### src/rtl/rtype_pkg.sv
// Shared definitions for the R-type fetch/decode controller and its ALU:
// controller state encoding, opcode/funct7 constants, ALU operation codes.
package rtype_pkg;

    typedef enum logic [2:0] {
        ST_IDLE  = 3'd0,
        ST_FETCH = 3'd1,
        ST_LOAD  = 3'd2,
        ST_READ  = 3'd3,
        ST_EXEC  = 3'd4,
        ST_WB    = 3'd5,
        ST_HALT  = 3'd6
    } state_t;

    localparam logic [6:0] OPC_RTYPE   = 7'b0110011;
    localparam logic [6:0] FUNCT7_BASE = 7'b0000000;
    localparam logic [6:0] FUNCT7_ALT  = 7'b0100000;

    // ALU operation codes are {funct7[5], funct3}.
    localparam logic [3:0] ALU_ADD  = 4'b0000;
    localparam logic [3:0] ALU_SLL  = 4'b0001;
    localparam logic [3:0] ALU_SLT  = 4'b0010;
    localparam logic [3:0] ALU_SLTU = 4'b0011;
    localparam logic [3:0] ALU_XOR  = 4'b0100;
    localparam logic [3:0] ALU_SRL  = 4'b0101;
    localparam logic [3:0] ALU_OR   = 4'b0110;
    localparam logic [3:0] ALU_AND  = 4'b0111;
    localparam logic [3:0] ALU_SUB  = 4'b1000;
    localparam logic [3:0] ALU_SRA  = 4'b1101;

    typedef struct packed {
        logic [4:0] rs1;
        logic [4:0] rs2;
        logic [4:0] rd;
        logic [3:0] alu_op;
        logic       legal;
    } decode_t;

    function automatic logic [31:0] pc_next(input logic [31:0] pc_cur);
        return pc_cur + 32'd4;
    endfunction

endpackage

### src/rtl/rtype_decode.sv
// Field extraction and legality check for an R-type instruction word.
module rtype_decode
    import rtype_pkg::*;
(
    input  logic [31:0] i_ir,
    output logic [4:0]  o_rs1,
    output logic [4:0]  o_rs2,
    output logic [4:0]  o_rd,
    output logic [3:0]  o_alu_op,
    output logic        o_legal
);

    logic [6:0] w_opcode;
    logic [6:0] w_funct7;

    assign w_opcode = i_ir[6:0];
    assign w_funct7 = i_ir[31:25];

    assign o_rs1    = i_ir[19:15];
    assign o_rs2    = i_ir[24:20];
    assign o_rd     = i_ir[11:7];
    assign o_alu_op = {i_ir[30], i_ir[14:12]};

    assign o_legal  = (w_opcode == OPC_RTYPE) &&
                      ((w_funct7 == FUNCT7_BASE) || (w_funct7 == FUNCT7_ALT));

endmodule

### src/rtl/rtype_fetch_ctrl.sv
// Multi-cycle fetch/decode/write-back sequencer for R-type instructions.
// Optional single-step mode: define RTYPE_FETCH_CTRL_STEP_EN.
module rtype_fetch_ctrl
    import rtype_pkg::*;
#(
    parameter logic [31:0] RESET_PC = 32'h0000_0000
)
(
    input  logic        clk,
    input  logic        rst,
    input  logic        run,
`ifdef RTYPE_FETCH_CTRL_STEP_EN
    input  logic        step,
`endif
    output logic [31:0] imem_addr,
    input  logic [31:0] imem_data,
    output logic [4:0]  R_Addr_A,
    output logic [4:0]  R_Addr_B,
    output logic [4:0]  W_Addr,
    output logic [3:0]  ALU_OP,
    output logic        Reg_Write,
    output logic        rr_en,
    output logic        f_en,
    output logic        wb_en,
    output logic [31:0] pc,
    output logic        busy,
    output logic        illegal
);

    state_t      r_state;
    state_t      w_next;
    logic [31:0] r_ir;
    logic [31:0] r_pc;
    logic        r_illegal;
    decode_t     w_dec;
    logic        w_start;
    logic        w_continue;

    rtype_decode u_decode (
        .i_ir     (r_ir),
        .o_rs1    (w_dec.rs1),
        .o_rs2    (w_dec.rs2),
        .o_rd     (w_dec.rd),
        .o_alu_op (w_dec.alu_op),
        .o_legal  (w_dec.legal)
    );

`ifdef RTYPE_FETCH_CTRL_STEP_EN
    assign w_start    = step;
    assign w_continue = 1'b0;
`else
    assign w_start    = run;
    assign w_continue = run;
`endif

    always_ff @(posedge clk or posedge rst) begin
        if (rst) begin
            r_state <= ST_IDLE;
        end else begin
            r_state <= w_next;
        end
    end

    always_comb begin
        w_next = r_state;
        unique case (r_state)
            ST_IDLE:  if (w_start) w_next = ST_FETCH;
            ST_FETCH: w_next = ST_LOAD;
            ST_LOAD:  w_next = ST_READ;
            ST_READ:  w_next = ST_EXEC;
            ST_EXEC:  w_next = ST_WB;
            ST_WB: begin
                if (!w_dec.legal) begin
                    w_next = ST_HALT;
                end else if (w_continue) begin
                    w_next = ST_FETCH;
                end else begin
                    w_next = ST_IDLE;
                end
            end
            ST_HALT:  w_next = ST_HALT;
            default:  w_next = ST_IDLE;
        endcase
    end

    // IR holds from the end of LOAD until the next LOAD, so decoded fields
    // stay stable from READ through WB. The illegal flag rises entering WB.
    always_ff @(posedge clk or posedge rst) begin
        if (rst) begin
            r_pc      <= RESET_PC;
            r_ir      <= 32'd0;
            r_illegal <= 1'b0;
        end else begin
            if (r_state == ST_LOAD) begin
                r_ir <= imem_data;
            end
            if ((r_state == ST_EXEC) && !w_dec.legal) begin
                r_illegal <= 1'b1;
            end
            if ((r_state == ST_WB) && w_dec.legal) begin
                r_pc <= pc_next(r_pc);
            end
        end
    end

    always_comb begin
        rr_en     = 1'b0;
        f_en      = 1'b0;
        wb_en     = 1'b0;
        Reg_Write = 1'b0;
        busy      = 1'b1;
        unique case (r_state)
            ST_READ: rr_en = 1'b1;
            ST_EXEC: f_en  = 1'b1;
            ST_WB: begin
                wb_en     = 1'b1;
                Reg_Write = w_dec.legal && (w_dec.rd != 5'd0);
            end
            ST_IDLE, ST_HALT: busy = 1'b0;
            default: ;
        endcase
    end

    assign imem_addr = r_pc;
    assign pc        = r_pc;
    assign illegal   = r_illegal;
    assign R_Addr_A  = w_dec.rs1;
    assign R_Addr_B  = w_dec.rs2;
    assign W_Addr    = w_dec.rd;
    assign ALU_OP    = w_dec.alu_op;

endmodule

### config.mk
export PLATFORM = sky130hd
export DESIGN_NAME = rtype_fetch_ctrl
export DESIGN_NICKNAME = d
export VERILOG_FILES = /design/src/rtl/rtype_pkg.sv /design/src/rtl/rtype_decode.sv /design/src/rtl/rtype_fetch_ctrl.sv
export SDC_FILE = /design/constraint.sdc
export NUM_CORES = 1
export LEC_CHECK = 0
export ABC_CLOCK_PERIOD_IN_PS = 5500
export CAP_MARGIN = 15
export CORE_MARGIN = 3
export CORE_UTILIZATION = 48
export DETAILED_ROUTE_END_ITERATION = 16
export HOLD_SLACK_MARGIN = 0.02
export PLACE_DENSITY = 0.86
export SYNTH_ARGS = -nofsm -noshare
export SYNTH_HDL_FRONTEND = slang
export SYNTH_SLANG_ARGS = --single-unit
### constraint.sdc
create_clock -name clk -period 5.5 [get_ports clk]
set_input_delay 1.1 -clock clk [delete_from_list [all_inputs] [get_ports clk]]
set_output_delay 1.1 -clock clk [all_outputs]
set_load 0.01 [all_outputs]
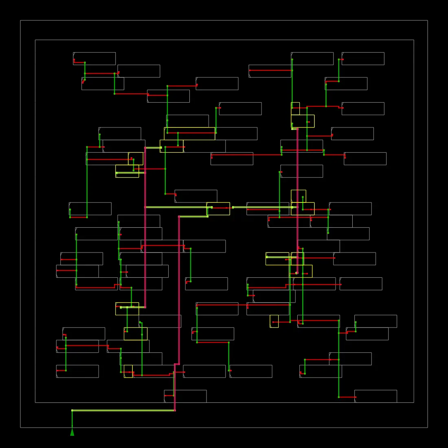
**Above:** the clock network.
Insertion Delay late pin: 0.33 ns
number of buffers added by the clock tree synthesis step: 9
reported clock group power: 393 uW
clkbuf count: 9
post-route clock skew: 0.0128 ns

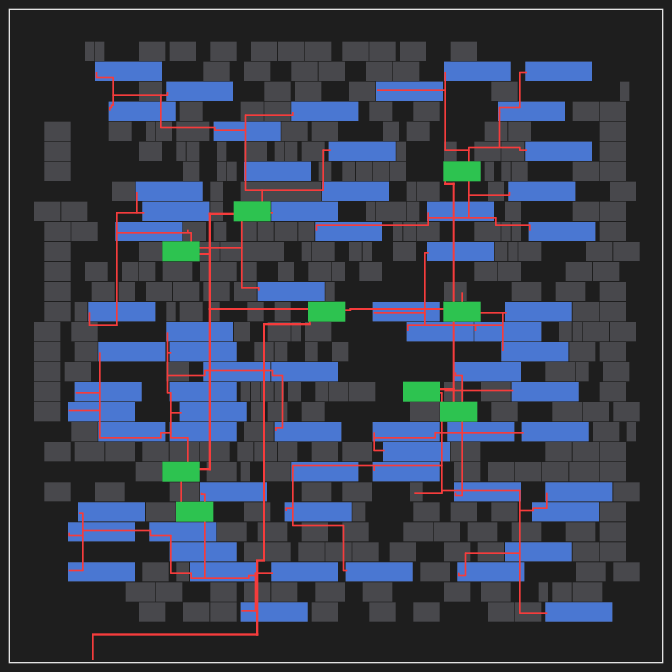
**Above:** clock network drawn from the DEF.
[blue] flip-flops | count: 66
[green] cells driving clock nets | count: 9
[red] clock wires | length: 789 um
flops lie: spread over the die
clock network fraction of design power: 23.8%

==> run notes <==
The flow completed. The flow ran to the end, and the final reports show no timing, DRC or antenna violations. Along the worst hold path, the cell count comes to 1. Hold repair after CTS inserted 0 buffers. The number of maximum-capacitance violations recorded for the run is 0. After synthesis the cells add up to 0.00327 mm^2. Average size of a mapped cell landed at 11.4 um^2. The worst hold path terminates at illegal. The first routing iteration left 60 violations. Total DRC errors in the routed layout landed at 0. The stage logs contain a warning count of 26. STA classifies the critical path endpoint as a primary output. Share of the yosys chip area belonging to registers landed at 50.5%. By startpoint and endpoint, the worst setup path is classified as reg2out. The flow reports an fmax of 289 MHz. The number of setup buffers added after CTS is 0. Looking at the reg2reg group, the worst path ends at imem_addr[30]. The worst pin sits at a relative slew slack of 45.8%. Number of nets in the final layout landed at 394. The synthesized netlist devotes 1.49% of its cell area to compound gates. Total of buffers placed on input and output ports landed at 119. The number of antenna violations at the first check in global routing was 0. Once the clock tree was built, the resizer swapped 0 gates to a different size. Of the total synthesized cell area, the portion taken by AND, OR, NAND and NOR gates is 14.3%. Buffer levels on the longest clock path landed at 2. The tree is rooted in a sky130_fd_sc_hd__clkbuf_8. Largest fanout on the critical path landed at 10. Looking at the gate-level netlist, the highest instance count belongs to sky130_fd_sc_hd__dfrtp_1. STA classifies the critical path startpoint as a register. Share of cell area taken by muxes after synthesis landed at 11.0%. The detailed router reported a total wirelength of 6790 um.

TritonCTS built the clock tree. Global routing finished with a remaining overflow of 0. Area of the die landed at 0.00784 mm^2. Yosys reported that registers with async set or reset make up 100%.

The main area contributors are sky130_fd_sc_hd__dfrtp_1 50%, sky130_fd_sc_hd__buf_4 12%, sky130_fd_sc_hd__mux2_2 11%. Summed over its instances, the top area cell type makes up 50.5% of the synthesized netlist area. Entering global routing, the biggest net connects 67 pins. Post-synthesis cell count from yosys landed at 286. After floorplanning, the core was sized to cover 0.00649 mm^2.

Global routing used 18.4% of the available tracks. Final RePlAce weighted congestion landed at 0.786. Slack of the critical path landed at 2.05 ns. The vertical die dimension reported for this design is 88.6 um. On the reported timing paths, the clock transition at the registers reads 0.07 ns.

Share of post-route cells with drive strength above 1 landed at 16.5%. Number of hold-slack violations in the final timing report landed at 0. CTS built an H-tree with a depth of 3.

According to the I/O placement log, the pin count is 124. The arrival time of data at the worst endpoint is listed as 2.35 ns. The clock period could shrink to 3.45 ns.

The most used flip-flop cell after synthesis is sky130_fd_sc_hd__dfrtp_1. For reference, the final report shows the max-slew violation count at 0. For this block, the via count after detailed routing is 2257. VDD sags by at most 0.257 mV.

Number of placement rows landed at 29. Summed over all failing endpoints, the final setup total negative slack is 0 ns. The launch point of the worst min-delay path is recorded as illegal. The via count of the first global-routing pass came to 2356. Average vias per placed instance landed at 5.13. Before placement the cells fill 50.4% of the core. The die is 88.6 um wide. Yosys warning tally landed at 0.

Number of synthesized flops with an enable pin landed at 0. The critical path starts at r_ir[29]. Power density relative to cell area landed at 380 mW/mm^2. Number of flip-flops and latches in the synthesized netlist landed at 66.

Antenna cell count landed at 0. Timing analysis after detailed placement gives a worst setup slack of 2.39 ns. The synthesis run shows the most used standard cells to be 66 x sky130_fd_sc_hd__dfrtp_1, 53 x sky130_fd_sc_hd__buf_4, 32 x sky130_fd_sc_hd__mux2_2, 22 x sky130_fd_sc_hd__xnor2_1, 18 x sky130_fd_sc_hd__nand2_1. In this run the layout overhead on the synthesized area is reported as 32.7%. For this run, the final setup violation count is recorded as 0. The setup check on the worst reg-to-reg path leaves a slack of 3.32 ns.

Data required time of the critical path landed at 4.40 ns. The script extracted a total leakage power of 0.00184 uW. HPWL after detailed placement landed at 5030 um.

The worst register-to-register path depth is 6. Parity-gate share of the synthesized area counting xor and xnor cells landed at 8.03%. The script logs the mean routed wire length per placed instance as 15.4 um.

Note that the worst hold path type here is reg2reg. According to the report, the first pass of detailed routing completed in 4 iterations. The biggest area contributor in the post-synthesis netlist is sky130_fd_sc_hd__dfrtp_1. The first global-routing pass estimated 11000 um of wire. Worst hold slack across all endpoints landed at 0.474 ns. TritonCTS sink count landed at 66. Number of distinct library cells after synthesis landed at 32. Synthesized instance count landed at 286. The transition time recorded at the tightest slew-check pin is 0.814 ns. After Yosys synthesis, full adders, half adders and majority gates account for 0.382% of the synthesized area.

The synthesis run identifies the leading combinational cell family as simple AND/OR/NAND/NOR gates. The detail route stage leaves a number of antenna-violating nets equal to 0. For the worst reg-to-reg path, the startpoint reported by OpenROAD is imem_addr[2]. Setup repair after global routing left no endpoint under its margin. Chip area from the yosys synthesis statistics landed at 0.00327 mm^2. The final timing summary puts the cycle share of the worst path at 62.8%.
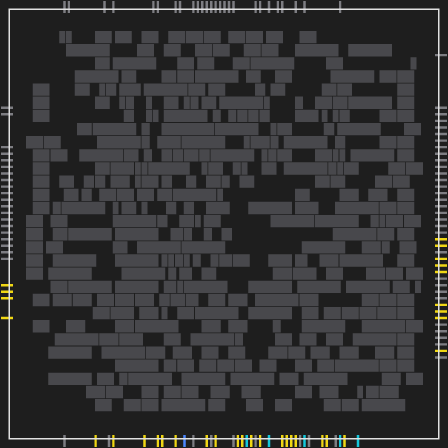
**Above:** pin placement.
Pins as bars across the die edge, other pins in grey.
[yellow] imem_data | pins: 32 | direction: input | edge: 19 bottom, 9 right, 4 left
[blue] illegal | pins: 1 | direction: output | edge: bottom
[cyan] R_Addr_B | pins: 5 | direction: output | edge: bottom
all pins by edge: 40 right, 34 bottom, 26 top, 24 left

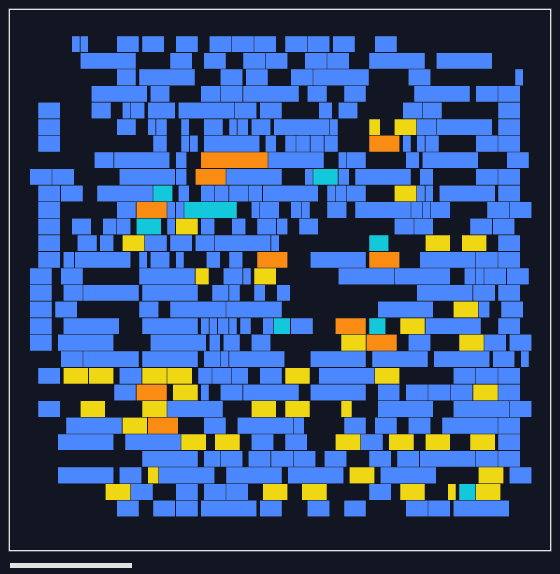
**Above:** sizing map.
Bar = 20 um.
[orange] drive 6 and up | cells: 10 | most used: clkbuf_8
[cyan] drive 3 to 4 | cells: 8
[yellow] drive 2 | cells: 42 | most used: mux2_2
[blue] drive 1 or less | cells: 303 | most used: clkdlybuf4s50_1

-- through the flow --
stage	total power, uW	utilization, %	cells	cell area, um^2
2_1_floorplan	1110	-	289	3280
3_3_place_gp	1240	63.9	424	4150
3_5_place_dp	1280	63.9	424	4150
4_1_cts	1670	66.9	440	4340
5_1_grt	1740	66.9	440	4340
6_report	1650	66.9	440	4340
-- layout make-up --
cell class                      instances  area [um^2]
Fill cell                             486         2150
Sequential cell                        66         1650
Timing Repair Buffer                  121         1210
Multi-Input combinational cell        154         1170
Clock buffer                            9          124
Tap cell                               77         96.3
Clock inverter                          7         70.1
Inverter                                6         22.5
-- sequential cells by signal, summed over array words and instances, names as in the netlist --
| register | flops |
|---|---|
| r_ir | 32 |
| imem_addr | 30 |
| r_state | 3 |
| illegal | 1 |
-- cells in the final DEF (no fill, tap or decap), types with 4 or more instances in the layout --
master and count:
sky130_fd_sc_hd__clkdlybuf4s50_1 119, sky130_fd_sc_hd__dfrtp_1 66, sky130_fd_sc_hd__mux2_2 32, sky130_fd_sc_hd__xnor2_1 22, sky130_fd_sc_hd__nand2_1 18, sky130_fd_sc_hd__nand4_1 13
sky130_fd_sc_hd__nand3_1 9, sky130_fd_sc_hd__clkbuf_8 9, sky130_fd_sc_hd__nor3_1 8, sky130_fd_sc_hd__xor2_1 8, sky130_fd_sc_hd__nor2_1 7, sky130_fd_sc_hd__and3_1 6
sky130_fd_sc_hd__inv_1 5, sky130_fd_sc_hd__conb_1 4
-- per-layer routing --
metal / GRT usage, % / wire length, um / share of wire, %
met5: 0 / 0 / 0
met4: 8.24 / 156 / 2.3
met3: 4.56 / 436 / 6.4
met2: 31.0 / 3330 / 49
met1: 22.5 / 2860 / 42
-- where the power goes --
group	internal (uW)	switching (uW)	leakage, uW
sequential	621	89.8	0.000842
clock	208	185	0.0000990
combinational	342	203	0.000901
total	1170	477	0.00184
-- how the worst max path moves through the flow --
stage                           end  slack [ns]
after floorplan             illegal        2.75
after global placement    Reg_Write        2.43
after detailed placement  Reg_Write        2.39
after CTS                 Reg_Write        2.02
after global routing      Reg_Write        1.82
final                     Reg_Write        2.05
-- logic make-up after synthesis --
logic type	Yosys count
AOI/OAI and AO/OA	8
xor gates and xnor gates	30
adders and majority gates	1
buffers and inverters	69
DFF	66
muxes	32
other	1
and+or+nand+nor	79
-- critical path, cell delays in order, from the launching register on --
cell and delay [ns]:
sky130_fd_sc_hd__dfrtp_1 0.38, sky130_fd_sc_hd__nor4bb_1 0.38, sky130_fd_sc_hd__and4_1 0.35, sky130_fd_sc_hd__nand2_2 0.20, sky130_fd_sc_hd__a21oi_1 0.16, sky130_fd_sc_hd__clkdlybuf4s50_1 0.55
Power is estimated from default activity; no workload was simulated.
